`src/rtl/prbs7_ber_ctrl.sv`:
```
// Bit-slip alignment, lock qualification and error-window accumulation for the 64-bit PRBS7 checker.
// Define PRBS_RELOCK_EN to re-enter alignment when a measured word carries RELOCK_THRESH or more errors.
module prbs7_ber_ctrl #(
  parameter int unsigned SETTLE_CYCLES = 16,
  parameter int unsigned LOCK_WORDS    = 32,
  parameter int unsigned MAX_SLIPS     = 64,
  parameter int unsigned RELOCK_THRESH = 16
) (
  input  logic        clk,
  input  logic        reset,
  input  logic        start,
  input  logic        abort,
  input  logic [31:0] windowLen,
  input  logic [6:0]  errorCounter,
  output logic        bitslip,
  output logic        busy,
  output logic        locked,
  output logic        done,
  output logic        alignFail,
  output logic [6:0]  slipCount,
  output logic [31:0] wordCount,
  output logic [39:0] errorTotal,
  output logic [3:0]  relockCount
);

  localparam int SET_W = (SETTLE_CYCLES > 1) ? $clog2(SETTLE_CYCLES) : 1;
  localparam int RUN_W = (LOCK_WORDS > 1) ? $clog2(LOCK_WORDS) : 1;

  typedef enum logic [2:0] {
    ST_IDLE,
    ST_ALIGN,
    ST_LOCK,
    ST_MEASURE,
    ST_DONE
  } state_t;

  state_t             state_q;
  logic [SET_W-1:0]   settle_q;
  logic [RUN_W-1:0]   run_q;
  logic [31:0]        window_q;
  logic               bitslip_q;
  logic               busy_q;
  logic               locked_q;
  logic               done_q;
  logic               align_fail_q;
  logic [6:0]         slip_cnt_q;
  logic [31:0]        word_cnt_q;
  logic [39:0]        err_total_q;

  logic [31:0]        word_cnt_d;
  logic [39:0]        err_total_d;
  logic               settle_end;
  logic               run_end;
  logic               slips_spent;
  logic               err_zero;

  assign word_cnt_d  = word_cnt_q + 32'd1;
  assign err_total_d = err_total_q + {33'd0, errorCounter};
  assign settle_end  = (settle_q == SET_W'(SETTLE_CYCLES - 1));
  assign run_end     = (run_q == RUN_W'(LOCK_WORDS - 1));
  assign slips_spent = (slip_cnt_q == 7'(MAX_SLIPS));
  assign err_zero    = (errorCounter == 7'd0);

`ifdef PRBS_RELOCK_EN
  logic [3:0] relock_q;
  logic       relock_hit;
  assign relock_hit = ({25'd0, errorCounter} >= 32'(RELOCK_THRESH));
`endif

  always_ff @(posedge clk) begin
    if (!reset) begin
      state_q      <= ST_IDLE;
      settle_q     <= '0;
      run_q        <= '0;
      window_q     <= '0;
      bitslip_q    <= 1'b0;
      busy_q       <= 1'b0;
      locked_q     <= 1'b0;
      done_q       <= 1'b0;
      align_fail_q <= 1'b0;
      slip_cnt_q   <= '0;
      word_cnt_q   <= '0;
      err_total_q  <= '0;
`ifdef PRBS_RELOCK_EN
      relock_q     <= '0;
`endif
    end else if (abort) begin
      // Results and alignFail stay visible after an abort.
      state_q   <= ST_IDLE;
      bitslip_q <= 1'b0;
      busy_q    <= 1'b0;
      locked_q  <= 1'b0;
      done_q    <= 1'b0;
    end else begin
      bitslip_q <= 1'b0;
      done_q    <= 1'b0;
      case (state_q)
        ST_IDLE, ST_DONE: begin
          if (start) begin
            state_q      <= ST_ALIGN;
            settle_q     <= '0;
            window_q     <= windowLen;
            busy_q       <= 1'b1;
            locked_q     <= 1'b0;
            align_fail_q <= 1'b0;
            slip_cnt_q   <= '0;
            word_cnt_q   <= '0;
            err_total_q  <= '0;
`ifdef PRBS_RELOCK_EN
            relock_q     <= '0;
`endif
          end
        end

        ST_ALIGN: begin
          if (settle_end) begin
            state_q <= ST_LOCK;
            run_q   <= '0;
          end else begin
            settle_q <= settle_q + SET_W'(1);
          end
        end

        ST_LOCK: begin
          if (err_zero) begin
            if (run_end) begin
              state_q  <= ST_MEASURE;
              locked_q <= 1'b1;
            end else begin
              run_q <= run_q + RUN_W'(1);
            end
          end else if (slips_spent) begin
            state_q      <= ST_DONE;
            align_fail_q <= 1'b1;
            busy_q       <= 1'b0;
            done_q       <= 1'b1;
          end else begin
            state_q    <= ST_ALIGN;
            settle_q   <= '0;
            bitslip_q  <= 1'b1;
            slip_cnt_q <= slip_cnt_q + 7'd1;
          end
        end

        ST_MEASURE: begin
          if (window_q == 32'd0) begin
            state_q  <= ST_DONE;
            busy_q   <= 1'b0;
            locked_q <= 1'b0;
            done_q   <= 1'b1;
          end
`ifdef PRBS_RELOCK_EN
          else if (relock_hit) begin
            // The offending word is dropped and the window restarts from scratch.
            state_q     <= ST_ALIGN;
            settle_q    <= '0;
            locked_q    <= 1'b0;
            slip_cnt_q  <= '0;
            word_cnt_q  <= '0;
            err_total_q <= '0;
            if (relock_q != 4'hF) begin
              relock_q <= relock_q + 4'd1;
            end
          end
`endif
          else begin
            word_cnt_q  <= word_cnt_d;
            err_total_q <= err_total_d;
            if (word_cnt_d == window_q) begin
              state_q  <= ST_DONE;
              busy_q   <= 1'b0;
              locked_q <= 1'b0;
              done_q   <= 1'b1;
            end
          end
        end

        default: begin
          state_q  <= ST_IDLE;
          busy_q   <= 1'b0;
          locked_q <= 1'b0;
        end
      endcase
    end
  end

  assign bitslip    = bitslip_q;
  assign busy       = busy_q;
  assign locked     = locked_q;
  assign done       = done_q;
  assign alignFail  = align_fail_q;
  assign slipCount  = slip_cnt_q;
  assign wordCount  = word_cnt_q;
  assign errorTotal = err_total_q;

`ifdef PRBS_RELOCK_EN
  assign relockCount = relock_q;
`else
  // Relock is compiled out; the threshold has no effect and the count reads zero.
  assign relockCount = 4'(RELOCK_THRESH) & 4'd0;
`endif

endmodule

```
`config.mk`:
```
export PLATFORM = sky130hd
export DESIGN_NAME = prbs7_ber_ctrl
export DESIGN_NICKNAME = d
export VERILOG_FILES = /design/src/rtl/prbs7_ber_ctrl.sv
export SDC_FILE = /design/constraint.sdc
export NUM_CORES = 1
export LEC_CHECK = 0
export ABC_AREA = 0
export CORE_MARGIN = 2
export CORE_UTILIZATION = 58
export DETAILED_ROUTE_END_ITERATION = 10
export PLACE_DENSITY = 0.87
export SYNTH_ARGS = -nofsm -noshare
export SYNTH_HDL_FRONTEND = slang
export SYNTH_SLANG_ARGS = --single-unit
export TNS_END_PERCENT = 50
```
`constraint.sdc`:
```
create_clock -name clk -period 6.18 [get_ports clk]
set_input_delay 1.854 -clock clk [delete_from_list [all_inputs] [get_ports clk]]
set_output_delay 1.854 -clock clk [all_outputs]
set_load 0.02 [all_outputs]
```
Run 1, routing congestion map:
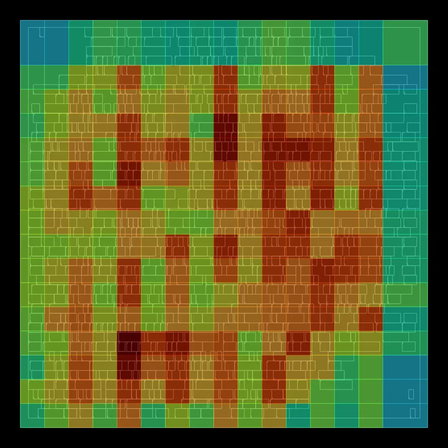
fin util: 0.7380
GR peak layer: met2
GRT Util Overall: 0.3031
M3 GR Usage: 0.06902
GR Layer Usage met1: 0.3825

Run 1, close-up of the layout:
The bar under the picture is 5 um long. Region (48, 71) to (68, 91) um. Cells in grey, sequential cells in the stronger grey; small squares are vias.
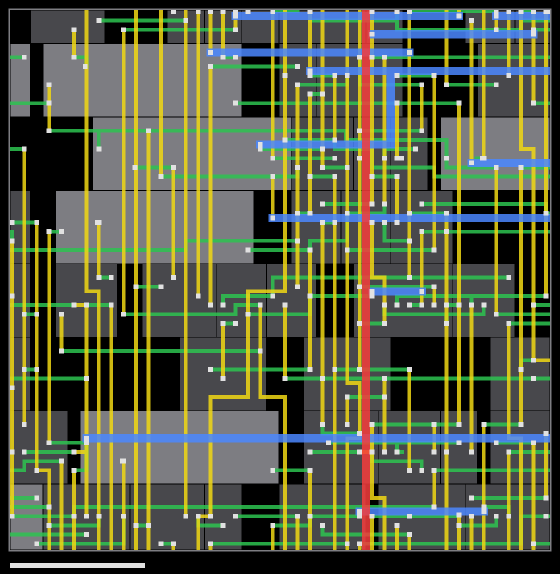
[metal 1] green
[metal 4] red
[metal 3] blue
[metal 2] yellow
most frequent: dfxtp_1 (5), xnor2_1 (4), nand2_1 (3)
sequential cells in the window: 5
cells with their middle in the window: 33
netlist names of flops here include: window_q (4), wordCount (1)

==> results.py, run 1 <==
# Physical implementation metrics
metrics = {
    "run_status": {
        "status": "finished, final reports clean",
    },
    "finish": {
        "num-multi-input-gates": 728,
        "num-nonclk-inverters": 17,
        "sh_seq_area": 0.2785,
        "mostFrequentLayoutCells": "nand2_1, dfxtp_1, clkdlybuf4s50_1",
        "drive_gt1_frac": 0.05979,
    },
    "routing": {
        "viasPerCell": 5.952,
        "wl_per_cell_um": 16.51,
        "antenna_left": 0,
        "drtIter0Drc": 568,
        "vias": 7196,
    },
    "worst_setup_path": {
        "crit_path_end_kind": "flop",
        "cp-endpoint": "errorTotal[37]",
        "path_delay_family": "simple AND/OR/NAND/NOR gates",
        "cpMaxStageDelayCell": "nand4b_1",
        "rrSetupSlack_ns": 2.48,
        "path_cells": "clkdlybuf4s50_1, ha_1, a21o_1, a21o_1, a21oi_1, o21ai_0, nand4b_1, nor4_1, xnor2_1, nor2_1",
    },
    "synthesis": {
        "synth_xor_xnor_area_share": 0.1210,
        "ys_area_um2": 7310,
        "synth_cells": 924,
    },
    "die": {
        "tapCellCount": 172,
        "die_h_um": 116.3,
        "fp-row-count": 41,
    },
    "timing": {
        "slew_headroom": 0.3064,
        "slew_viol_final": 0,
        "hold_violations": 0,
    },
    "place": {
        "post-place-ws_ns": 1.450,
        "port_buffers": 126,
        "gp_congestion": 0.9618,
    },
    "clock_tree": {
        "hold_buffers": 0,
        "clockRootBuffer": "clkbuf_16",
    },
    "grt": {
        "grt_pass1_vias": 6630,
    },
}
Run 1, logic cells by family:
The bar under the picture is 20 um long.
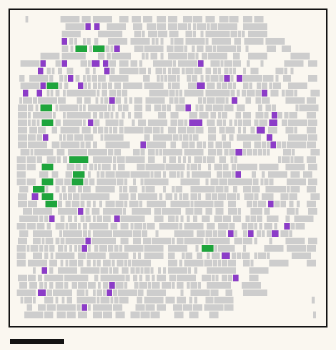
[adder and majority cells] green | cells: 14 | where: middle left
[AND and OR gates] purple | cells: 52 | where: spread over the die
Comb/total area: 0.4832
final cell count without fillers: 1209
Commonest Layout Cell: nand2_1

-- run 1: sequential cells by signal (all words and copies together), names as in the netlist, 3 cells and up --
signal	count
wordCount	32
slipCount	7
window_q	32
settle_q	4
state_q	3
errorTotal	40
run_q	5
-- run 1: layer usage --
metal  share of wire  wire length (um)  up-vias
met1            0.41              8204     3359
li1                -                 -     3412
met4           0.033               652        0
met3           0.082              1641       61
met2            0.47              9461      364
met5               0                 0        -
-- run 1: power breakdown --
part	switching (mW)	internal, mW
Combinational	0.0994	0.0767
Clock	0.379	0.644
Sequential	0.0200	0.839
Total	0.499	1.56
Run 1, routed metal, one colour a layer:
The bar under the picture is 20 um long.
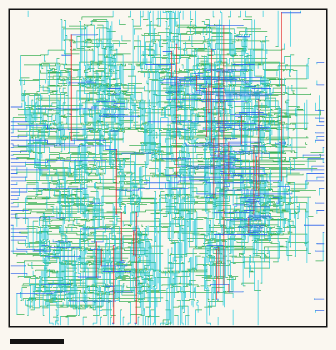

--- run 2 (diff from run 1) ---
CORE_UTILIZATION = 53   (was 58)
PLACE_DENSITY = 0.8   (was 0.87)
clock period = 4.2 ns   (was 6.18 ns; I/O delays follow)
Run 2, routed metal, one colour a layer:
The bar under the picture is 20 um long.
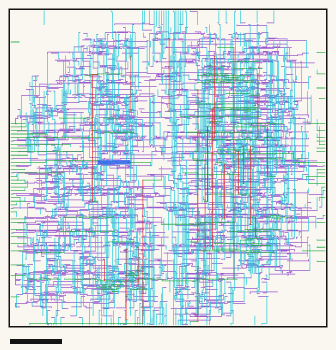
[metal 3] green | wire length: 1260 um
[metal 4] red | wire length: 651 um
[metal 2] cyan | wire length: 9400 um
[metal 1] purple | wire length: 8520 um
[metal 5] blue | wire length: 11.0 um
DR WL/cell: 16.23 um
GRT Util Overall: 0.2760
Routed WL: 19.84 mm
Vias: 7026

Run 2, sequential cells coloured by netlist name:
The bar under the picture is 20 um long.
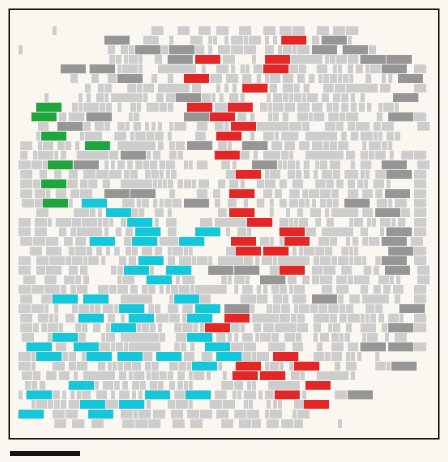
[window_q] red | sequential cells: 32 | where: a vertical strip down the middle
[errorTotal] cyan | sequential cells: 40
[slipCount] green | sequential cells: 7
not coloured: 49
flop share of the area: 0.2752
fin util: 0.6975
Seq group: 1.26 mW
area of all sequential standard cells: 2562 um2

==> results.py, run 2 <==
# Physical implementation metrics
metrics = {
    "power_and_ir_drop": {
        "power.switching_mw": 0.7176,
        "pwr-share-comb": 0.084,
        "power-top-group": "clock",
        "clockPowerShare": 0.509,
        "comb_cell_power_mw": 0.261,
        "sw_frac_of_total": 0.2311,
    },
    "die": {
        "fp-row-count": 42,
        "tapCellCount": 176,
    },
    "run_status": {
        "status": "finished, final reports clean",
    },
    "worst_setup_path": {
        "crit_path_end_kind": "flop",
        "path_cells": "clkdlybuf4s50_1, ha_1, fa_1, a21o_1, a21oi_1, o21ai_0, a21o_1, a21oi_1, buf_4, nor4_1, a21o_1, a21oi_1",
        "path_delay_family": "AND-OR/OR-AND gates",
    },
    "grt": {
        "grt.busiest_layer": "met2",
        "grt_util_met1": 0.3482,
    },
    "finish": {
        "num-multi-input-gates": 728,
        "mostFrequentLayoutCells": "nand2_1, dfxtp_1, clkdlybuf4s50_1",
        "drive_gt1_frac": 0.06692,
        "lay_top_count": "nand2_1",
    },
    "routing": {
        "wl_met2_mm": 9.395,
        "met1_length_mm": 8.522,
        "viasPerCell": 5.750,
    },
    "synthesis": {
        "ys_area_um2": 7310,
        "synth_xor_xnor_area_share": 0.1210,
    },
    "clock_tree": {
        "clockRootBuffer": "clkbuf_16",
        "hold_buffers": 0,
    },
}
Run 2, close-up of the layout:
The bar under the picture is 5 um long. Region (51, 75) to (71, 95) um. Cells in grey, sequential cells in the stronger grey; small squares are vias.
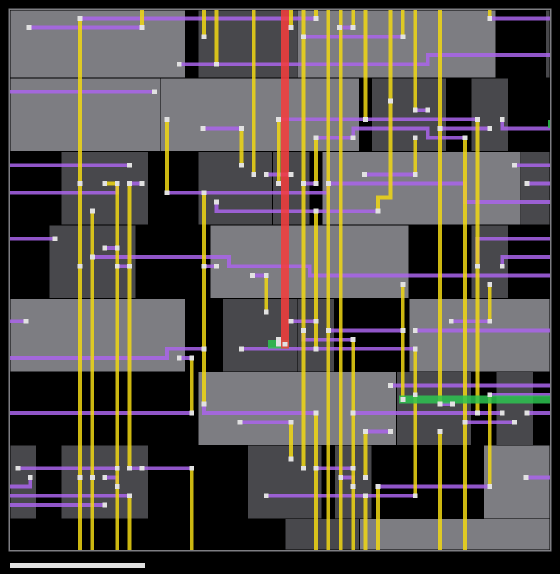
[metal 1] purple
[metal 3] green
[metal 2] yellow
[metal 4] red
sequential cells in the window: 9
cells with their middle in the window: 25
most frequent: dfxtp_1 (9), nand2_1 (5), a21boi_0 (5)
netlist names of flops here include: window_q (6)

[run 2: cell count changes in the layout (fill, tap and decap cells not counted), sizes merged]
| cell | before | now |
|---|---|---|
| clkbuf | 19 | 22 |
| clkinv | 5 | 3 |
| clkinvlp | 5 | 3 |
| bufinv | 3 | 4 |
| buf | 6 | 15 |
[run 2: metrics by stage]
stage	total power [mW]	setup slack [ns]	instance area, um2	hold slack [ns]
after CTS	3.114	0.6566	9310	0.4897
after global routing	3.202	0.4775	9310	0.5069
after global placement	1.546	0.4001	8678	0.4788
after floorplan	1.443	0.6361	7321	0.4599
after detailed placement	1.547	0.2842	8678	0.4790
final	3.106	0.6523	9310	0.4836
Power is estimated from default activity; no workload was simulated.
